Figure 1. Routed metal, one color a layer (run 1).
Scale: 3 px per µm.
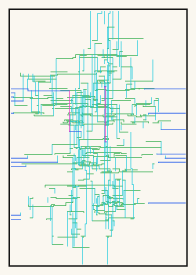
Figure 2. I/O pins on the die edge (run 1).
Scale: 4 px per µm. Pins as bars across the die edge, other pins in gray.
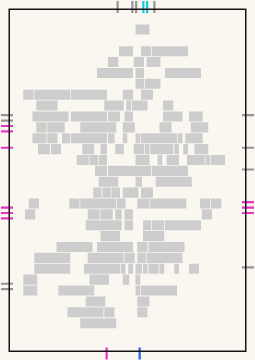
Figure 3. Clock routing (run 1).
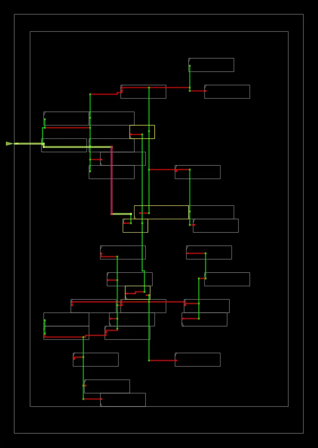
==> config.mk <==
export PLATFORM = sky130hd
export DESIGN_NAME = rain_sequencer
export DESIGN_NICKNAME = d
export VERILOG_FILES = /design/src/rtl/rain_pkg.sv /design/src/rtl/rain_sequencer_btn_conditioner.sv /design/src/rtl/rain_sequencer.sv
export SDC_FILE = /design/constraint.sdc
export NUM_CORES = 1
export LEC_CHECK = 0
export CORE_ASPECT_RATIO = 1.5
export CORE_MARGIN = 3
export CORE_UTILIZATION = 30
export DETAILED_ROUTE_END_ITERATION = 10
export REMOVE_ABC_BUFFERS = 1
export SYNTH_ARGS = -nofsm -noshare
export SYNTH_HDL_FRONTEND = slang
export SYNTH_HIERARCHICAL = 1
export SYNTH_SLANG_ARGS = --single-unit
export TNS_END_PERCENT = 5
==> constraint.sdc <==
create_clock -name clk -period 2.55 [get_ports clk]
set_clock_uncertainty 0.05 [all_clocks]
set_input_delay 0.255 -clock clk [delete_from_list [all_inputs] [get_ports clk]]
set_output_delay 0.255 -clock clk [all_outputs]
set_load 0.1 [all_outputs]
==> flow_summary_export.csv, run 1 <==
group,metric,value,unit
floorplanning,chip_area,0.004998,mm²
worst_setup_path,worstPathCellList,"inv_1 -> ha_1 -> nor3b_2 -> nor3_4 -> and2_1 -> mux2_4",
worst_setup_path,endpoint_kind,"flop",
synth,ys_cells,101,
power_and_ir_drop,p_seq,0.615,mW
layout,fin_cells,174,
sta,worstMarginPinSlew,0.3525,ns
place,post-place-ws,0.4603,ns
run,drv_cap,0,
layout,nonClockInverterCount,6,
clock_network,clkLatencyLatePin,0.27,ns
synth,synth_area_per_cell,12.39,µm²
worst_setup_path,cp.depth,6,
synth,synth_chip_area,0.001251,mm²
layout,stdcell_area,0.001580,mm²
power_and_ir_drop,vdd_drop_max,756.3,µV
power_and_ir_drop,sw_frac_of_total,0.4341,
run_status,outcome,"complete, no violations",
sta,holdWs,0.2973,ns
place,place_inst,170,
place,postPlaceCellArea,0.001509,mm²
layout,area_growth,26.30,%
layout,biggestCellCategory,"registers",
synth,postSynthSeqShare,0.5600,
clock_network,cts.clk_slew.worst_paths,0.09,ns
power_and_ir_drop,clockPowerShare,0.209,
synth,simple_gate_area_frac,0.2010,
global_routing,grt_use_met2,0.1590,
layout,nNetsFinal,143,
clock_network,htree_levels,1,
power_and_ir_drop,powerClk,0.346,mW
worst_setup_path,cp_data_required_time,2.66,ns
layout,final_common_cell,"dfrtp_1",
synth,logic_family,"simple AND/OR/NAND/NOR gates",
layout,lay_top_cells,"dfrtp_1 (28), buf_4 (18), xnor2_1 (10)",
synth,aoi_share,0.07400,
route,wl_met2,1134,µm
global_routing,grt_max_degree,29,
power_and_ir_drop,pwr-share-comb,0.420,
route,routed.top_layer,"met4",
synth,syn_area,0.001251,mm²
sta,finalClockPeriodUsage,0.7043,
layout,ff_latch_area,700.7,µm²
synth,synth_cells,101,
power_and_ir_drop,maxPowerGroup,"combinational logic",
worst_setup_path,critPathMaxStageDelay,0.37,ns
synth,topCellsByArea,"dfrtp_1 (56%), xnor2_1 (7.0%), ha_1 (3.0%)",
Back to the opening pictures, Figure 1:
legend:
  M4:
    color: magenta
    wire_length: 32.0 µm
  M3:
    color: blue
    wire_length: 133 µm
  M1:
    color: green
    wire_length: 980 µm
  M2:
    color: cyan
    wire_length: 1130 µm
routed wire length: 2280 µm
WL/cell: 13.10 µm
total number of vias: 835
GR Util All Layers: 0.1032

Back to the opening pictures, Figure 2:
legend:
  paused:
    color: blue
    pins: 1
    direction: output
    edge: south
  frame:
    color: magenta
    pins: 10
    direction: output
    edge: 6 west, 3 east, 1 south
  pid:
    color: cyan
    pins: 2
    direction: output
    edge: north
all pins by edge: 10 west, 7 east, 6 north, 2 south
Die Y: 85.10 µm
Die Width: 58.73 µm

Back to the opening pictures, Figure 3:
# clock sinks: 28
TritonCTS buffer count: 3

--- run 2 (diff from run 1) ---
- clock period: 2.55 -> 1.9 ns (I/O delays scaled with it)
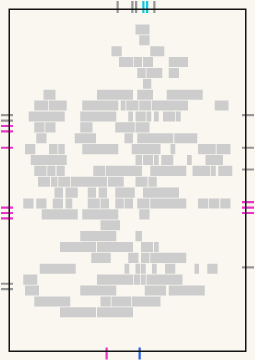
Figure 4: run 2, I/O pins on the die edge.
Scale: 4 px per µm. Pins as bars across the die edge, other pins in gray.
legend:
  frame:
    color: magenta
    pins: 10
    direction: output
    edge: 6 west, 3 east, 1 south
  paused:
    color: blue
    pins: 1
    direction: output
    edge: south
  pid:
    color: cyan
    pins: 2
    direction: output
    edge: north
all pins by edge: 10 west, 7 east, 6 north, 2 south
IO Port Bufs: 24

==> run 2 against run 1 <==
Compared with the run above:
- global-route usage fell by 0.53 points
- combinational power up 39%
- final cell count stayed put
- register-to-register slack lost 0.63 ns
- wire length is 0.31% lower
- largest power group unchanged
- critical path depth grew 1
- count of clock-buffer cells in the layout unchanged
- clock power is about 10% lower
==> flow_summary_export.csv, run 2 <==
group,metric,value,unit
run_status,outcome,"complete, no violations",
global_routing,grt_use_total,0.09788,
synth,ys_cells,101,
synth,simple_gate_area_frac,0.2010,
layout,fin_cells,174,
layout,ff_latch_area,700.7,µm²
synth,synth_cells,101,
place,place_inst,171,
synth,synth_area_per_cell,12.39,µm²
synth,logic_family,"simple AND/OR/NAND/NOR gates",
layout,final_common_cell,"dfrtp_1",
place,post-place-ws,-0.09212,ns
run,drv_cap,0,
clock_network,htree_levels,1,
worst_setup_path,critPathMaxStageDelay,0.39,ns
clock_network,cts.clk_slew.worst_paths,0.09,ns
sta,holdWs,0.2430,ns
layout,nonClockInverterCount,6,
layout,nNetsFinal,144,
route,wl_met2,1141,µm
place,postPlaceCellArea,0.001541,mm²
worst_setup_path,cp.depth,7,
clock_network,clock_sinks,28,
clock_network,cts_buffers,3,
worst_setup_path,worstPathCellList,"inv_1 -> ha_1 -> nor3b_2 -> nor3_4 -> buf_12 -> a41o_1 -> o221a_1",
layout,biggestCellCategory,"registers",
layout,area_growth,26.50,%
floorplanning,die_h,85.10,µm
worst_setup_path,cp_data_required_time,2.00,ns
power_and_ir_drop,sw_frac_of_total,0.4540,
power_and_ir_drop,clockPowerShare,0.147,
synth,aoi_share,0.07400,
floorplanning,die_x,58.73,µm
synth,topCellsByArea,"dfrtp_1 (56%), xnor2_1 (7.0%), ha_1 (3.0%)",
route,routed.top_layer,"met4",
worst_setup_path,endpoint_kind,"flop",
power_and_ir_drop,vdd_drop_max,1216,µV
clock_network,clkLatencyLatePin,0.27,ns
Power and IR drop assume default switching activity.
